run_1/final_clocks.png
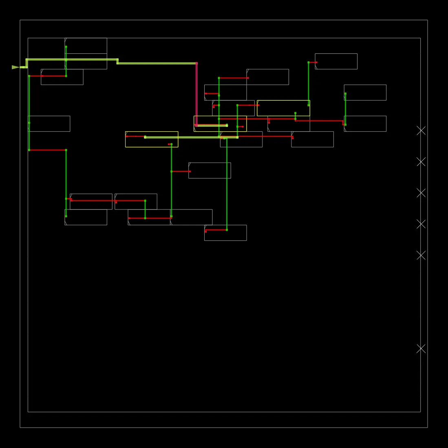
run_1/gate_families.png
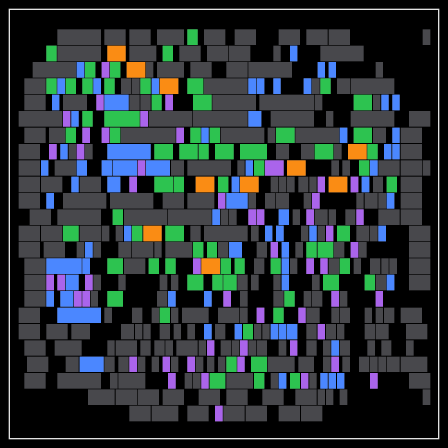
run_1/pdn.png
Pins as bars on the die edge.
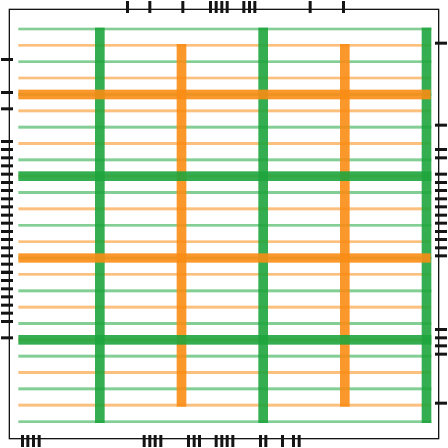
[config.mk]
export PLATFORM = sky130hd
export DESIGN_NAME = pc_ctrl
export DESIGN_NICKNAME = d
export VERILOG_FILES = /design/src/rtl/pc_ctrl.sv
export SDC_FILE = /design/constraint.sdc
export NUM_CORES = 1
export LEC_CHECK = 0
export ABC_AREA = 1
export CORE_UTILIZATION = 51
export CTS_BUF_LIST = sky130_fd_sc_hd__clkbuf_16
export CTS_CLUSTER_SIZE = 8
export DETAILED_ROUTE_END_ITERATION = 7
export PLACE_DENSITY = 0.87
export SLEW_MARGIN = 40
export SYNTH_ARGS = -nofsm -noshare
export SYNTH_HDL_FRONTEND = slang
export SYNTH_SLANG_ARGS = --single-unit
[constraint.sdc]
create_clock -name clk -period 6.25 [get_ports clk]
set_input_delay 0.9375 -clock clk [delete_from_list [all_inputs] [get_ports clk]]
set_output_delay 0.9375 -clock clk [all_outputs]
set_load 0.01 [all_outputs]
[src/rtl/pc_ctrl.sv]
// Program counter sequencer for a CHIP-8 style core.
// Drives an external return-address stack through push/pop strobes.
module pc_ctrl #(
   parameter logic [11:0] RESET_PC    = 12'h200,
   parameter int          STACK_DEPTH = 16
) (
   input  logic        clk,
   input  logic        rst,
   input  logic        op_valid,
   input  logic [2:0]  op,
   input  logic [11:0] addr,
   input  logic [7:0]  v0,
   output logic        op_ready,
   output logic [11:0] pc,
   output logic        stk_push,
   output logic        stk_pop,
   output logic [15:0] stk_data_in,
   input  logic [15:0] stk_data_out,
   output logic [4:0]  depth,
   output logic        fault
);

   localparam logic [2:0] OP_NEXT = 3'd0;
   localparam logic [2:0] OP_SKIP = 3'd1;
   localparam logic [2:0] OP_JP   = 3'd2;
   localparam logic [2:0] OP_CALL = 3'd3;
   localparam logic [2:0] OP_RET  = 3'd4;
   localparam logic [2:0] OP_JPV0 = 3'd5;

   localparam logic [4:0] DEPTH_MAX = 5'(STACK_DEPTH);

   typedef enum logic [1:0] {
      RUN,
      RET_LOAD,
      FAULT
   } state_t;

   state_t      state_q, state_d;
   logic [11:0] pc_q, pc_d;
   logic [4:0]  depth_q, depth_d;
   logic        fault_q, fault_d;
   logic        accept;

   assign op_ready = (state_q == RUN);
   assign accept   = op_valid && op_ready && !rst;
   assign pc       = pc_q;
   assign depth    = depth_q;
   assign fault    = fault_q;

   always_comb begin
      state_d     = state_q;
      pc_d        = pc_q;
      depth_d     = depth_q;
      fault_d     = fault_q;
      stk_push    = 1'b0;
      stk_pop     = 1'b0;
      stk_data_in = 16'h0000;
      unique case (state_q)
         RUN: begin
            if (accept) begin
               case (op)
                  OP_SKIP: pc_d = pc_q + 12'd4;
                  OP_JP:   pc_d = addr;
                  OP_JPV0: pc_d = addr + {4'h0, v0};
                  OP_CALL: begin
                     if (depth_q == DEPTH_MAX) begin
                        fault_d = 1'b1;
                        state_d = FAULT;
                     end else begin
                        stk_push    = 1'b1;
                        stk_data_in = {4'h0, pc_q + 12'd2};
                        pc_d        = addr;
                        depth_d     = depth_q + 5'd1;
                     end
                  end
                  OP_RET: begin
                     if (depth_q == 5'd0) begin
                        fault_d = 1'b1;
                        state_d = FAULT;
                     end else begin
                        state_d = RET_LOAD;
                     end
                  end
                  default: pc_d = pc_q + 12'd2;
               endcase
            end
         end
         RET_LOAD: begin
            // Reset in this cycle cancels the pop entirely
            if (!rst) begin
               stk_pop = 1'b1;
               pc_d    = stk_data_out[11:0];
               depth_d = depth_q - 5'd1;
               state_d = RUN;
            end
         end
         FAULT: begin
            state_d = FAULT;
         end
         default: state_d = RUN;
      endcase
   end

   always_ff @(posedge clk) begin
      if (rst) begin
         state_q <= RUN;
         pc_q    <= RESET_PC;
         depth_q <= 5'd0;
         fault_q <= 1'b0;
      end else begin
         state_q <= state_d;
         pc_q    <= pc_d;
         depth_q <= depth_d;
         fault_q <= fault_d;
      end
   end

endmodule

==> impl_metrics.py, run 1 <==
# Generated from Yosys and OpenROAD reports
metrics = {
    "yosys": {
        "synth_cells": 396,
        "async_reset_ff_share_pct": 0,
        "ys_area_um2": 2440,
    },
    "critical_path": {
        "critPathSlowestCell": "clkdlybuf4s50_1",
        "crit_path_start": "rst",
        "path_class": "input pin to primary output",
        "cp.required_ns": 5.31,
        "reg2reg_slack_ns": 3.67,
    },
    "clock_tree": {
        "postCtsHoldBufs": 0,
        "cts_root_buffer": "clkbuf_16",
        "cts_max_level": 1,
        "cts_tree": "done",
    },
    "layout": {
        "nonClkBufAreaFrac_pct": 22.1,
        "comb_cells": 316,
        "comb_area_um2": 1760,
        "fin_util_pct": 71.6,
        "lay_top_cells": "93 x nand2_1, 70 x clkdlybuf4s50_1, 53 x nor2_1",
        "comb_area_share_pct": 54.9,
    },
    "hold_path": {
        "min_path_type": "register to register",
    },
    "place": {
        "place.port_buffers": 70,
    },
    "power_and_ir_drop": {
        "power_frac_seq_pct": 34.2,
        "vdd_drop_max_mv": 0.124,
        "sequentialPower_mw": 0.143,
    },
    "floorplanning": {
        "fp_util_pct": 54.5,
    },
    "timing": {
        "fin_hold_ws_ns": 0.491,
        "hold_viol": 0,
        "rsz0062_at_grt": "no",
        "setup-tns-final_ns": 0,
    },
    "drt": {
        "wl_met3_um": 383,
        "dr_wl_met2_um": 3150,
        "drc_errors": 6,
        "routed_wl_um": 6540,
        "vias_per_cell": 5.44,
        "num_vias": 2790,
    },
    "status": {
        "violations": "design-rule violations",
        "status": "finished with violations",
    },
    "global_route": {
        "track_usage_pct": 26.5,
        "grt_busiest_layer": "met2",
    },
}
-- final_clocks.png (at the start) --
CTS Buf Count: 3
Clock Sinks: 20

-- gate_families.png (at the start) --
- NOR gates: blue (cells 70)
- XOR/XNOR gates: orange (cells 10)
- inverting AOI/OAI gates: green (cells 67)
- inverters: purple (cells 51)

-- pdn.png (at the start) --
- VSS: green
- VDD: orange
- signal pins: 79
- met4 straps: 5
- rows: 24
- met1 rails: 25

-- run 1: worst max-delay path by stage --
stage	endpoint	depth (start not counted)	slack [ns]
final	stk_data_in[6]	8	2.16
after global routing	stk_data_in[6]	9	2.02
after CTS	stk_data_in[11]	9	2.17
after detailed placement	stk_data_in[11]	9	2.17
after global placement	stk_data_in[5]	9	2.24
after floorplan	stk_data_in[8]	8	3.32
-- run 1: state kept, by name, summed over array words and instances, names as in the netlist --
name     count
pc          12
depth        5
state_q      2
fault        1
-- run 1: stage by stage --
step                      power (mW)  cells  setup WS [ns]
after global placement         0.286    510           2.24
after detailed placement       0.290    510           2.17
final                          0.418    513           2.16
after global routing           0.443    513           2.02
after CTS                      0.418    513           2.17
after floorplan                0.235    399           3.32
-- run 1: cell usage after synthesis, types with 2 or more instances --
cell | instances | area share (%)
fa_1 | 2 | 1.6
buf_4 | 4 | 1.2
o211ai_1 | 5 | 1.5
nor2_1 | 53 | 8.2
o21ai_1 | 4 | 0.82
or2_2 | 2 | 0.51
clkbuf_1 | 3 | 0.46
nand4_1 | 6 | 1.5
nor3_1 | 4 | 0.82
dfxtp_1 | 20 | 16
nor2_4 | 4 | 1.8
nor2_8 | 2 | 1.6
ha_1 | 13 | 6.7
a211oi_1 | 2 | 0.62
o21ai_0 | 20 | 4.1
nand2_2 | 6 | 1.5
inv_2 | 3 | 0.46
buf_2 | 2 | 0.41
a21oi_1 | 20 | 4.1
xor2_1 | 8 | 2.9
a21oi_2 | 9 | 3.2
nand3_1 | 37 | 7.6
nand2_1 | 93 | 14
xnor2_1 | 2 | 0.72
buf_6 | 2 | 0.92
inv_1 | 46 | 7.1
nor2_2 | 4 | 1.0
run_1/registers.png
Other sequential cells in the stronger gray, the rest of the logic in the fainter gray.
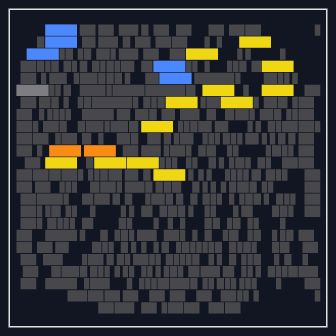

==> inputs of run 2 (changes only) <==
--- a/config.mk
+++ b/config.mk
@@ -6,11 +6,11 @@
 export NUM_CORES = 1
 export LEC_CHECK = 0
 export ABC_AREA = 1
-export CORE_UTILIZATION = 51
+export CORE_UTILIZATION = 47
 export CTS_BUF_LIST = sky130_fd_sc_hd__clkbuf_16
 export CTS_CLUSTER_SIZE = 8
 export DETAILED_ROUTE_END_ITERATION = 7
-export PLACE_DENSITY = 0.87
+export PLACE_DENSITY = 0.81
 export SLEW_MARGIN = 40
 export SYNTH_ARGS = -nofsm -noshare
 export SYNTH_HDL_FRONTEND = slang
==> constraint.sdc (replaced) <==
create_clock -name clk -period 3.8 [get_ports clk]
set_input_delay 0.57 -clock clk [delete_from_list [all_inputs] [get_ports clk]]
set_output_delay 0.57 -clock clk [all_outputs]
set_load 0.01 [all_outputs]
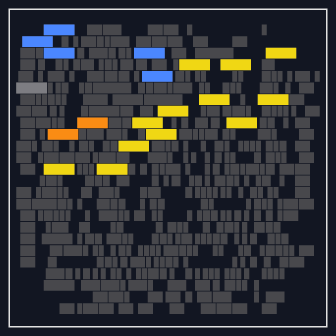
run_2/registers.png
Other sequential cells in the stronger gray, the rest of the logic in the fainter gray.
- depth: blue (sequential cells 5; where top left)
- state_q: orange (sequential cells 2)
- pc: yellow (sequential cells 12)
- not colored: 1

==> run 2 against run 1 <==
Net effect: the run now ends clean; via count fell by 1.6%; critical path type unchanged; worst setup slack got worse by 1.7 ns; clock skew rose by 0.0017 ns; core utilization fell by 4.9 points; sequential power rose by 64%; final area rose by 0.94%.
==> impl_metrics.py, run 2 <==
# Generated from Yosys and OpenROAD reports
metrics = {
    "clock_tree": {
        "cts_made_buffers": 3,
        "cts_setup_buffers": 0,
        "cts_max_level": 1,
        "clock_sinks": 20,
        "cts_root_buffer": "clkbuf_16",
        "cts_tree": "done",
        "postCtsHoldBufs": 0,
        "cts_resized": 0,
        "cts_buffer_depth": 2,
    },
    "power_and_ir_drop": {
        "sequentialPower_mw": 0.235,
        "vdd_drop_max_mv": 0.224,
        "power_frac_comb_pct": 34.6,
        "power_frac_seq_pct": 33.8,
        "p_switching_mw": 0.227,
        "p_int_mw": 0.469,
    },
    "yosys": {
        "area_leaders": "dfxtp_1 16%, nand2_1 14%, nor2_1 8.2%",
        "synth_cells": 396,
        "synth_warnings": 0,
        "yosysTopAreaCell": "dfxtp_1",
        "ys_area_um2": 2440,
        "edf_count": 0,
        "synth_cell_types": 47,
        "most_common_cell": "nand2_1",
        "async_reset_ff_share_pct": 0,
        "top_area_share_pct": 16.4,
        "common_cells": "93 x nand2_1, 53 x nor2_1, 46 x inv_1",
        "syn_avg_cell_area_um2": 6.16,
    },
    "timing": {
        "max_freq_mhz": 298,
        "rsz0062_at_grt": "no",
        "hold_viol": 0,
        "finalClockPeriodUsage_pct": 88.3,
        "setup-tns-final_ns": 0,
    },
    "drt": {
        "routed_wl_um": 6580,
        "drt_iter0_markers": 150,
        "num_vias": 2746,
        "vias_per_cell": 5.18,
        "drc_errors": 0,
    },
    "place": {
        "place.port_buffers": 70,
        "gp_congestion": 0.860,
    },
    "layout": {
        "fin_util_pct": 66.7,
        "largest_reg_flops": 12,
        "lay_top_cells": "93 x nand2_1, 70 x clkdlybuf4s50_1, 53 x nor2_1",
        "drive_gt1_share_pct": 9.07,
    },
    "critical_path": {
        "critPathSlowestCell": "clkdlybuf4s50_1",
        "path_max_fanout": 12,
        "critical_path_arrival_ns": 2.79,
        "cp.required_ns": 3.23,
        "path_class": "input pin to primary output",
    },
    "global_route": {
        "track_usage_pct": 25.8,
        "grt-ovfl-total": 0,
    },
    "floorplanning": {
        "fp_util_pct": 50.3,
        "die_height_um": 74.0,
        "ios": 79,
    },
    "hold_path": {
        "min_path_type": "register to register",
    },
    "status": {
        "status": "completed",
    },
}
==> run 2: cell counts after synthesis <==
No cell type changed its count.
==> run 2: layer usage <==
layer	routed length (um)	vias up	track usage, %	share of wire (%)
met3	374	11	4.88	5.7
met5	0	-	0	0
met1	3020	1234	33.3	46
li1	-	1424	-	-
met2	3120	77	44.5	47
met4	71	0	5.34	1.1
==> run 2: logic make-up (layout without fill, tap and decap cells) <==
group                    Yosys count  in the layout  share of synthesized area (%)
flip-flops                        20             20                           16.4
AND-OR/OR-AND                     69             69                           17.8
other                              1              4                          0.154
AND/OR/NAND/NOR                  217            217                           41.5
buffers and inverters             63            127                           11.9
XOR/XNOR                          10             10                           3.59
multiplexers                       1              1                          0.410
adder cells (fa/ha/maj)           15             15                           8.31
==> run 2: layout make-up <==
class / count / area [um^2] / area share (%)
Timing Repair Buffer: 72 / 716 / 22.1
Clock inverter: 1 / 3.75 / 0.116
Tap cell: 67 / 83.8 / 2.59
Sequential cell: 20 / 400 / 12.4
Multi-Input combinational cell: 316 / 1760 / 54.4
Inverter: 51 / 196 / 6.07
Clock buffer: 3 / 75.1 / 2.32
==> run 2: through the flow <==
step	hold slack (ns)	cells	setup slack (ns)	total power [mW]
global route	0.527	530	0.291	0.738
finish	0.486	530	0.444	0.695
floorplan	0.482	399	1.61	0.387
detailed placement	0.465	526	0.426	0.478
CTS	0.487	530	0.415	0.698
global placement	0.463	526	0.528	0.473
==> run 2: final timing paths <==
kind,from,end,slack [ns],cells after the start
setup / recovery,op[2],stk_data_in[5],0.44,9
hold / removal,pc[0],pc[0],0.49,2
setup reg to reg,state_q[0],depth[4],1.64,9
hold reg to reg,pc[0],pc[0],0.49,2
==> inputs of run 3 (changes only) <==
--- a/config.mk
+++ b/config.mk
@@ -8,6 +8,7 @@
 export ABC_AREA = 1
 export CORE_UTILIZATION = 47
 export CTS_BUF_LIST = sky130_fd_sc_hd__clkbuf_16
+export CTS_CLUSTER_DIAMETER = 30
 export CTS_CLUSTER_SIZE = 8
 export DETAILED_ROUTE_END_ITERATION = 7
 export PLACE_DENSITY = 0.81
@@ -15,3 +16,4 @@
 export SYNTH_ARGS = -nofsm -noshare
 export SYNTH_HDL_FRONTEND = slang
 export SYNTH_SLANG_ARGS = --single-unit
+export TNS_END_PERCENT = 1
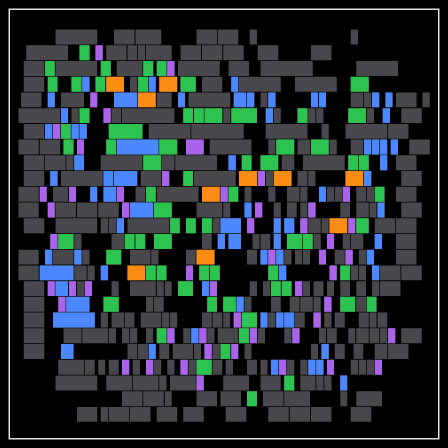
run_3/gate_families.png
- NOR gates: blue (cells 70)
- inverting AOI/OAI gates: green (cells 67)
- inverters: purple (cells 51)
- XOR/XNOR gates: orange (cells 10)

==> run 3 against run 2 <==
Net effect: sequential cell count did not move; count of clock-buffer cells in the layout unchanged; global-route usage unchanged; non-clock buffer count did not move; total power is the same; critical endpoint unchanged; wire length is the same; largest cell class unchanged; area after synthesis stayed put; sequential share of layout area unchanged; highest routed layer unchanged.
==> impl_metrics.py, run 3 <==
# Generated from Yosys and OpenROAD reports
metrics = {
    "yosys": {
        "edf_count": 0,
        "area_leaders": "dfxtp_1 16%, nand2_1 14%, nor2_1 8.2%",
        "synth_cells": 396,
        "synth_warnings": 0,
        "synth_cell_types": 47,
        "syn_avg_cell_area_um2": 6.16,
        "top_area_share_pct": 16.4,
        "ys_area_um2": 2440,
        "common_cells": "93 x nand2_1, 53 x nor2_1, 46 x inv_1",
        "synth.cell_area_um2": 2440,
        "yosysTopAreaCell": "dfxtp_1",
        "most_common_cell": "nand2_1",
        "async_reset_ff_share_pct": 0,
    },
    "critical_path": {
        "r2r-start": "state_q[0]",
        "path_max_fanout": 12,
        "end_kind": "primary output",
        "critical_path_arrival_ns": 2.79,
        "cp.required_ns": 3.23,
        "path_class": "input pin to primary output",
        "crit_path_start": "op[2]",
    },
    "clock_tree": {
        "clock_sinks": 20,
        "cts_root_buffer": "clkbuf_16",
        "cts_setup_buffers": 0,
        "cts_buffer_depth": 2,
        "cts_max_level": 1,
        "cts_resized": 0,
        "postCtsHoldBufs": 0,
        "cts_tree": "done",
        "clkTransAtPathRegs_ns": 0.06,
        "cts_made_buffers": 3,
    },
    "layout": {
        "lay_top_cells": "93 x nand2_1, 70 x clkdlybuf4s50_1, 53 x nor2_1",
        "largest_reg_flops": 12,
        "flop_area_um2": 400,
        "drive_gt1_share_pct": 9.07,
        "comb_area_um2": 1760,
        "layoutNonFillerInstCount": 530,
        "fin_util_pct": 66.7,
        "lay_top_count": "nand2_1",
        "areaGrowthSynthToFinish_pct": 32.6,
    },
    "timing": {
        "timing.final.crit_period_ns": 3.36,
        "hold_viol": 0,
        "setup-tns-final_ns": 0,
        "rsz0062_at_grt": "no",
        "max_freq_mhz": 298,
        "finalClockPeriodUsage_pct": 88.3,
        "layout_setup_ws_ns": 0.444,
    },
    "drt": {
        "drt_iter0_markers": 150,
        "num_vias": 2746,
        "vias_per_cell": 5.18,
        "drc_errors": 0,
        "routed_wl_um": 6580,
    },
    "floorplanning": {
        "fp_util_pct": 50.3,
        "die_w_um": 74.0,
        "ios": 79,
        "die_height_um": 74.0,
    },
    "power_and_ir_drop": {
        "power_frac_comb_pct": 34.6,
        "p_total_mw": 0.695,
        "p_int_mw": 0.469,
        "p_switching_mw": 0.227,
        "p_leak_nw": 1.41,
        "power_frac_seq_pct": 33.8,
        "clk-power_mw": 0.220,
        "sequentialPower_mw": 0.235,
        "vdd_drop_max_mv": 0.224,
    },
    "hold_path": {
        "hp-start": "pc[0]",
        "min_path_type": "register to register",
    },
    "global_route": {
        "track_usage_pct": 25.8,
        "grt-ovfl-total": 0,
        "grt_pass1_wl_um": 11100,
    },
    "status": {
        "status": "completed",
    },
    "place": {
        "place_inst": 526,
        "gp_congestion": 0.860,
        "dp_slack_ns": 0.426,
        "place.port_buffers": 70,
    },
    "run": {
        "maxCapViolations": 0,
    },
}
## run 3: cell counts after synthesis
No cell type changed its count.
## run 3: critical path: stages
cell and delay, ns:
clkdlybuf4s50_1 0.51, inv_2 0.16, nand2_2 0.08, nor2_2 0.19, o21ai_1 0.12, nor2_1 0.17
inv_1 0.23, nor2_1 0.19, clkdlybuf4s50_1 0.55
## run 3: area by class of cell
cell class / instances / area share (%)
clock buffers: 3 / 2.32
clock inverters: 1 / 0.116
inverters: 51 / 6.07
multi-input cells: 316 / 54.4
flip-flops and latches: 20 / 12.4
well taps: 67 / 2.59
repair buffers: 72 / 22.1
## run 3: worst paths after layout
| path | endpoint | depth (start not counted) | slack (ns) |
|---|---|---|---|
| worst max-delay path | stk_data_in[5] | 9 | 0.44 |
| worst min-delay path | pc[0] | 2 | 0.49 |
| worst max register to register | depth[4] | 9 | 1.64 |
| worst min register to register | pc[0] | 2 | 0.49 |
## run 3: layer usage
layer / vias up / wire length (um) / track usage (%)
li1: 1424 / - / -
met1: 1234 / 3020 / 33.3
met2: 77 / 3120 / 44.5
met3: 11 / 374 / 4.88
met4: 0 / 71 / 5.34
met5: - / 0 / 0
## run 3: cell families after synthesis
group | Yosys count | share of synthesized area [%]
muxes | 1 | 0.410
buffers and inverters | 63 | 11.9
DFF | 20 | 16.4
AOI/OAI and AO/OA | 69 | 17.8
adders and majority gates | 15 | 8.31
xor gates and xnor gates | 10 | 3.59
and+or+nand+nor | 217 | 41.5
other | 1 | 0.154
## run 3: per-stage QoR
stage / area (um^2) / hold slack [ns]
2_1_floorplan: 2450 / 0.482
3_3_place_gp: 3160 / 0.463
3_5_place_dp: 3160 / 0.465
4_1_cts: 3230 / 0.487
5_1_grt: 3230 / 0.527
6_report: 3230 / 0.486
Power and IR drop assume default switching activity.
